$ cat src/rtl/fwd_pkg.sv
// Shared constants and helpers for the forwarding / hazard unit.
package fwd_pkg;

  localparam int REG_IDX_W   = 5;
  localparam int NUM_REGS    = 1 << REG_IDX_W;
  localparam int STG_EX      = 0;
  localparam int STG_MEM     = 1;
  localparam int STG_WB      = 2;
  localparam int STALL_CNT_W = 8;

  typedef logic [REG_IDX_W-1:0] reg_idx_t;

  localparam reg_idx_t ZERO_REG = '0;

  // One-hot mask selecting a register in the scoreboard vector.
  function automatic logic [NUM_REGS-1:0] reg_mask(input reg_idx_t idx);
    return NUM_REGS'(1) << idx;
  endfunction

endpackage

$ cat src/rtl/fwd_port_sel.sv
// Priority bypass selector for one source-operand port. The youngest
// (lowest-index) stage writing the operand wins; if it has no result yet the
// port is hazarded and older stages are never consulted.
module fwd_port_sel
  import fwd_pkg::*;
#(
  parameter int XLEN = 32,
  parameter int NSTG = 3
) (
  input  logic [REG_IDX_W-1:0]      rs,
  input  logic                      rs_use,
  input  logic [NSTG*REG_IDX_W-1:0] stg_rd,
  input  logic [NSTG-1:0]           stg_wen,
  input  logic [NSTG-1:0]           stg_rdy,
  input  logic [NSTG*XLEN-1:0]      stg_dat,
  output logic                      fwd_en,
  output logic [XLEN-1:0]           fwd_dat,
  output logic                      hazard
);

  // Scan oldest to youngest so the youngest match overwrites the others.
  always_comb begin
    fwd_en  = 1'b0;
    fwd_dat = '0;
    hazard  = 1'b0;
    if (rs_use && rs != ZERO_REG) begin
      for (int s = NSTG - 1; s >= STG_EX; s--) begin
        if (stg_wen[s] && stg_rd[s*REG_IDX_W +: REG_IDX_W] == rs) begin
          fwd_en  = stg_rdy[s];
          fwd_dat = stg_rdy[s] ? stg_dat[s*XLEN +: XLEN] : '0;
          hazard  = !stg_rdy[s];
        end
      end
    end
  end

endmodule

$ cat src/rtl/fwd_hazard_unit.sv
// Forwarding and hazard unit: per-port bypass selection, long-latency
// register scoreboard, saturating stall counter and sticky timeout flag.
// Optional build macro FWD_PERF_CNT_EN adds free-running performance counters
// (perf_stall_o, perf_fwd_o) that only reset clears.
module fwd_hazard_unit
  import fwd_pkg::*;
#(
  parameter int XLEN      = 32,
  parameter int NRS       = 2,
  parameter int NSTG      = 3,
  parameter int STALL_MAX = 255
) (
  input  logic                      clk_i,
  input  logic                      rst_ni,
  input  logic [NRS*REG_IDX_W-1:0]  rs_i,
  input  logic [NRS-1:0]            rs_use_i,
  input  logic [NSTG*REG_IDX_W-1:0] stg_rd_i,
  input  logic [NSTG-1:0]           stg_wen_i,
  input  logic [NSTG-1:0]           stg_rdy_i,
  input  logic [NSTG*XLEN-1:0]      stg_dat_i,
  input  logic                      ll_issue_i,
  input  logic [REG_IDX_W-1:0]      ll_issue_rd_i,
  input  logic                      ll_done_i,
  input  logic [REG_IDX_W-1:0]      ll_done_rd_i,
  input  logic                      flush_i,
  output logic [NRS-1:0]            fwd_en_o,
  output logic [NRS*XLEN-1:0]       fwd_dat_o,
  output logic                      stall_o,
  output logic [STALL_CNT_W-1:0]    stall_cnt_o,
  output logic                      timeout_o
`ifdef FWD_PERF_CNT_EN
  ,
  output logic [31:0]               perf_stall_o,
  output logic [31:0]               perf_fwd_o
`endif
);

  localparam logic [STALL_CNT_W-1:0] CNT_MAX = STALL_CNT_W'(STALL_MAX);

  // Increment that sticks at the counter ceiling.
  function automatic logic [STALL_CNT_W-1:0] sat_inc(input logic [STALL_CNT_W-1:0] v);
    return (v >= CNT_MAX) ? CNT_MAX : v + STALL_CNT_W'(1);
  endfunction

  logic [NUM_REGS-1:0]    pending;
  logic [NUM_REGS-1:0]    pending_nxt;
  logic [NRS-1:0]         stg_haz;
  logic [NRS-1:0]         port_haz;
  logic [STALL_CNT_W-1:0] cnt_inc;

  for (genvar k = 0; k < NRS; k++) begin : g_port
    logic [REG_IDX_W-1:0] rs_k;
    assign rs_k = rs_i[k*REG_IDX_W +: REG_IDX_W];

    fwd_port_sel #(
      .XLEN (XLEN),
      .NSTG (NSTG)
    ) u_sel (
      .rs      (rs_k),
      .rs_use  (rs_use_i[k]),
      .stg_rd  (stg_rd_i),
      .stg_wen (stg_wen_i),
      .stg_rdy (stg_rdy_i),
      .stg_dat (stg_dat_i),
      .fwd_en  (fwd_en_o[k]),
      .fwd_dat (fwd_dat_o[k*XLEN +: XLEN]),
      .hazard  (stg_haz[k])
    );

    // A pending long-latency write only matters when no ready bypass covers it.
    assign port_haz[k] = stg_haz[k]
                       | (rs_use_i[k] & (rs_k != ZERO_REG) & pending[rs_k] & ~fwd_en_o[k]);
  end

  assign stall_o = |port_haz;
  assign cnt_inc = sat_inc(stall_cnt_o);

  // Scoreboard update: clear on completion, then set on issue so issue wins.
  always_comb begin
    pending_nxt = pending;
    if (flush_i) begin
      pending_nxt = '0;
    end else begin
      if (ll_done_i)  pending_nxt = pending_nxt & ~reg_mask(ll_done_rd_i);
      if (ll_issue_i) pending_nxt = pending_nxt | reg_mask(ll_issue_rd_i);
      pending_nxt[0] = 1'b0;
    end
  end

  // Scoreboard register.
  always_ff @(posedge clk_i or negedge rst_ni) begin
    if (!rst_ni) pending <= '0;
    else         pending <= pending_nxt;
  end

  // Consecutive-stall counter and sticky timeout; flush overrides both.
  always_ff @(posedge clk_i or negedge rst_ni) begin
    if (!rst_ni) begin
      stall_cnt_o <= '0;
      timeout_o   <= 1'b0;
    end else if (flush_i) begin
      stall_cnt_o <= '0;
      timeout_o   <= 1'b0;
    end else if (stall_o) begin
      stall_cnt_o <= cnt_inc;
      timeout_o   <= timeout_o | (cnt_inc == CNT_MAX);
    end else begin
      stall_cnt_o <= '0;
    end
  end

`ifdef FWD_PERF_CNT_EN
  // Wrapping performance counters, untouched by flush.
  always_ff @(posedge clk_i or negedge rst_ni) begin
    if (!rst_ni) begin
      perf_stall_o <= '0;
      perf_fwd_o   <= '0;
    end else begin
      perf_stall_o <= perf_stall_o + 32'(stall_o);
      perf_fwd_o   <= perf_fwd_o + 32'((|fwd_en_o) & ~stall_o);
    end
  end
`endif

endmodule
$ cat config.mk
export PLATFORM = sky130hd
export DESIGN_NAME = fwd_hazard_unit
export DESIGN_NICKNAME = d
export VERILOG_FILES = /design/src/rtl/fwd_pkg.sv /design/src/rtl/fwd_port_sel.sv /design/src/rtl/fwd_hazard_unit.sv
export SDC_FILE = /design/constraint.sdc
export NUM_CORES = 1
export LEC_CHECK = 0
export CORE_MARGIN = 10
export CORE_UTILIZATION = 42
export DETAILED_ROUTE_END_ITERATION = 6
export HOLD_SLACK_MARGIN = 0.08
export PLACE_DENSITY = 0.85
export SLEW_MARGIN = 20
export SYNTH_ARGS = -nofsm -noshare
export SYNTH_HDL_FRONTEND = slang
export SYNTH_SLANG_ARGS = --single-unit
$ cat constraint.sdc
create_clock -name clk_i -period 3.5 [get_ports clk_i]
set_input_delay 0.7 -clock clk_i [delete_from_list [all_inputs] [get_ports clk_i]]
set_output_delay 0.7 -clock clk_i [all_outputs]
set_load 0.1 [all_outputs]
==> results.cfg <==
; yosys + openroad results
[global_routing]
grt_pass1_wl_um = 41500
grt_usage_pct = 32.3
use_met2_pct = 56.4
first_global_vias = 6834
grtUsageMet1_pct = 35.9
grt_max_degree = 66
gr-usage-met3_pct = 7.60
grt_overflow = 0
antenna_found_initial = 5
grt_most_used_layer = met2

[clocking]
numCtsBuffers = 5
clk_pin_slew_ns = 0.08
htreeDepth = 2
cts_root_buffer = clkbuf_8
tritoncts = done
cts_num_sinks = 40
cts.path.max_buffers = 2
clock_latency_ns = 0.30
ctsHoldBuffers = 0

[worst_setup_path]
cp_data_required_time_ns = 2.80
critical_path_class = input pin to output pin
worstPathArrival_ns = 3.18
critical_path.startpoint_type = input pin
endpoint_kind = output pin
critPathMaxFanout = 4

[finish]
drive_above_1_share_pct = 44.7
final_area_um2 = 10200
area_delta_synth_final_pct = 119
n_fill_cell = 299
logic_area_um2 = 4910
final_layout_top_logic_cells = clkdlybuf4s50_1 (118), buf_12 (80), a21oi_1 (76)

[placed_design]
gp_congestion = 0.963
placed_area_um2 = 9070
port_buffers = 219
dp_hpwl_um = 18800

[timing]
period_needed_ns = 3.88
maxSlewViolCount = 0
fmax_ghz = 0.258
finalHoldViolations = 0
finalSetupViolations = 67
whs_ns = 0.551
slew_headroom_pct = 33.0
fin_crit_sh_pct = 111
layout_setup_ws_ns = -0.378
rsz0062_at_grt = true
worst_pin_slew_ns = 1.00
setup_tns_ns = -7.13

[pwr]
finalPower_mw = 1.83
p_switching_mw = 0.723
pwr_density_cell_nw_per_um2 = 180
clkPwrFrac_pct = 24.7
ir_drop_mv = 0.475
p_leak_nw = 3.53
sw_frac_of_total_pct = 39.6
p_seq_share_pct = 26.0
internal_power_mw = 1.10
p_comb_share_pct = 49.3

[synthesis]
yosysWarningCount = 0
synth_flops = 40
edf_count = 0
ys_cells = 584
synth_area_per_cell_um2 = 7.95
ys_seq_share_pct = 21.6
ys.flop_type = dfrtp_1
synth_cells = 584
yosysUniqueCellTypes = 55
synth_area_um2 = 4640
syn-num-nets = 729
yosysChipArea_um2 = 4640
async_flop_share_pct = 100

[die]
fp-row-count = 38
io_pins = 220
chip_area_um2 = 15700
fp_util_pct = 42.8
coreArea_um2 = 10800
die_h_um = 125
die_x_um = 125

[min_path]
hp-class = input pin to asynchronous set/reset pin

[route]
viasPerCell = 8.17
finalWirelength_um = 39900
dr_total_vias = 8060
drt_iter0_markers = 1523
first_pass_iters = 7
drcViolationCount = 1
ant_nets = 0
wire_per_inst_um = 40.4

[run]
tool_warnings = 29
drv_cap = 0

[run_status]
violations = design-rule violations, negative setup slack
outcome = finished with violations
-- stage by stage --
| step | worst slack [ns] | cells |
|---|---|---|
| global route | -0.334 | 986 |
| finish | -0.378 | 987 |
| global placement | -0.322 | 943 |
| detailed placement | -0.379 | 943 |
| floorplan | -0.219 | 584 |
| CTS | -0.00898 | 964 |
-- synthesized netlist by cell type, types with 4 or more instances --
master,count,area share (%)
a211oi_1,64,10
a21oi_1,99,11
a32oi_1,63,12
and3_1,8,1.1
buf_2,9,0.97
buf_4,4,0.65
clkbuf_1,51,4.1
dfrtp_1,40,22
mux2i_1,15,3.2
mux4_1,4,2.3
mux4_2,8,3.9
nand2_1,40,3.2
nand2b_1,4,0.54
nand3_1,15,1.6
nand3b_1,6,0.97
nor2_1,20,1.6
nor2b_1,7,0.94
nor3_1,11,1.2
nor4_1,6,0.81
o21ai_0,32,3.5
xnor2_1,11,2.1
xor2_1,22,4.2
-- state kept, by name (all words and copies together) (netlist names) --
register / flops
timeout_o: 1
pending: 31
stall_cnt_o: 8
-- worst paths after layout --
check                             from             end  slack, ns  depth (start not counted)
setup / recovery               rs_i[6]         stall_o      -0.38                          9
hold / removal                  rst_ni  stall_cnt_o[4]       0.55                          1
setup reg to reg           pending[10]       timeout_o       0.51                          8
hold reg to reg            pending[25]     pending[25]       0.59                          2
max in group asynchronous       rst_ni     pending[28]       2.33                          1
min in group clk_i         pending[25]     pending[25]       0.59                          2
-- worst max-delay path, stage by stage --
cell,delay (ns)
buf_2,0.24
mux4_1,0.74
nor4b_1,0.53
a31oi_1,0.14
nand4_1,0.19
a21oi_2,0.12
nor3_4,0.27
inv_2,0.08
buf_12,0.17
-- timing repair --
action / CTS / global route
endpoints found under the hold margin: 0 / 0
cloned: 4 / 6
resized: 79 / 89
pin swaps: 23 / 51
setup buffers: 12 / 13
endpoints found under the setup margin: 67 / 67
-- layer usage --
| layer | routed length [um] | share of wire, % |
|---|---|---|
| met5 | 13 | 0.033 |
| met4 | 4670 | 12 |
| met3 | 6460 | 16 |
| met2 | 16600 | 42 |
| met1 | 12100 | 30 |
-- cells by family (layout without fill, tap and decap cells) --
logic type                 count (synthesis)  after routing  share of synthesized area, %
other                                      0              5                             0
xor gates and xnor gates                  33             33                          6.23
and+or+nand+nor                          141            141                          16.3
DFF                                       40             40                          21.6
muxes                                     28             28                          9.63
buffers and inverters                     68            326                          6.47
AOI/OAI and AO/OA                        273            273                          39.5
adders and majority gates                  1              1                         0.270
-- power by group through the flow --
stage               Combinational [mW]  Clock (mW)  Sequential [mW]
detailed placement               0.733           0            0.482
global route                     0.902       0.461            0.475
global placement                 0.714           0            0.481
floorplan                        0.351           0            0.490
CTS                              0.754       0.445            0.473
finish                           0.899       0.452            0.475
-- final cells by class --
cell class	count	area share, %
flip-flops and latches	40	9.86
inverters	1	0.0370
diodes	5	0.123
multi-input cells	476	48.4
well taps	140	1.73
clock inverters	2	0.592
repair buffers	318	38.6
clock buffers	5	0.678
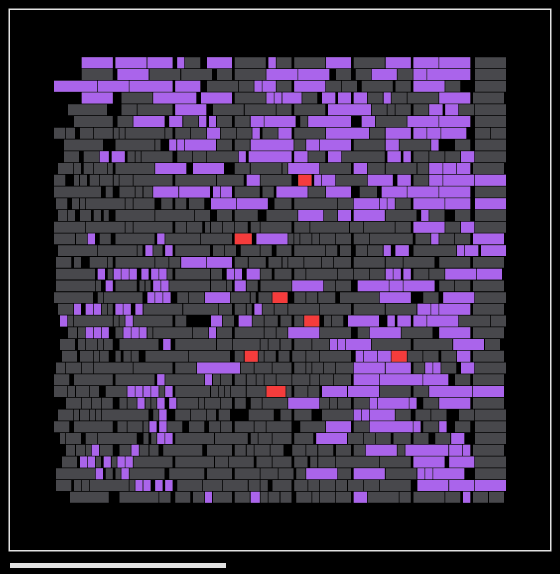
(gate families picked out)
Bar = 50 um.
[purple] inverting AOI/OAI gates | cells: 266 | where: widely spread
[red] AND-OR and OR-AND gates | cells: 7 | where: centre
Commonest Layout Cell: clkdlybuf4s50_1
logic share of the area: 48.4%
post-route insts no fill: 987

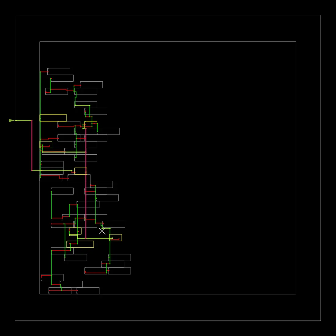
(clock routing)
# clk buffers: 5
worst-case clock skew: 0.00909 ns
sequential cells: 40

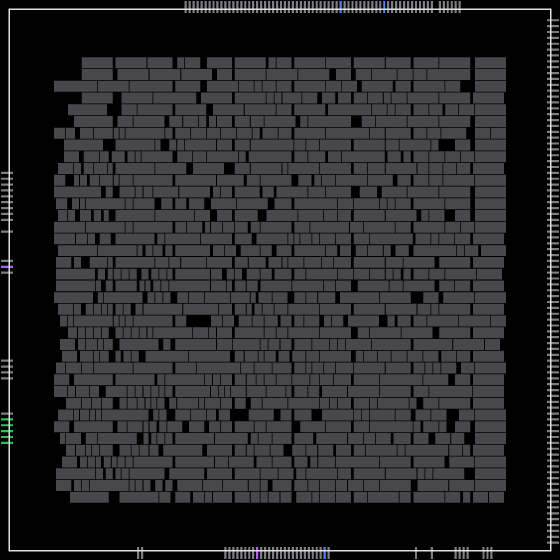
(pin placement)
Pins as bars across the die edge, other pins in grey.
[green] ll_issue_rd_i | pins: 5 | direction: input | edge: left
[blue] stg_rdy_i | pins: 3 | direction: input | edge: 2 top, 1 bottom
[purple] rs_use_i | pins: 2 | direction: input | edge: 1 left, 1 bottom

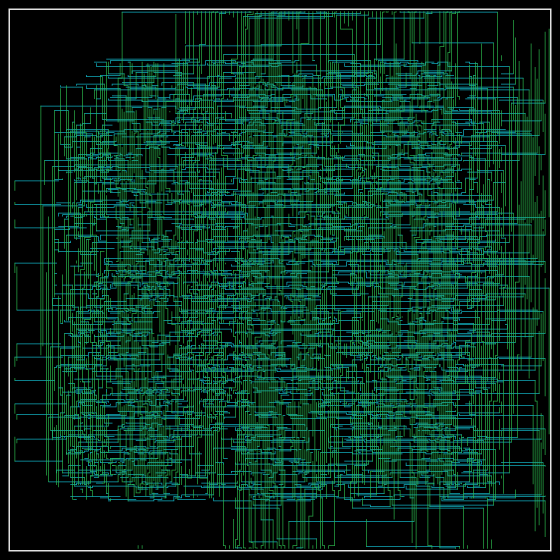
(signal wires by layer)
Two of the layers only.
[cyan] met1 | wire length: 12,100 um
[green] met2 | wire length: 16,600 um

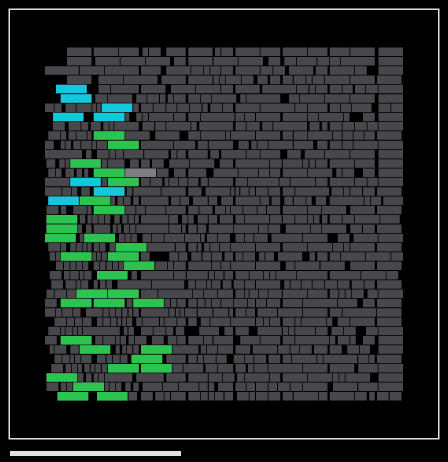
(sequential cells grouped by signal name)
Bar = 50 um. Other sequential cells in the stronger grey, the rest of the logic in the fainter grey.
[green] pending | flops: 31
[cyan] stall_cnt_o | flops: 8 | where: upper left
not coloured: 1
flop share of the area: 9.86%
FF/Latch Area: 1000 um^2
Seq group: 0.475 mW
Layout Utilization: 93.6%

Power is estimated from default activity; no workload was simulated.
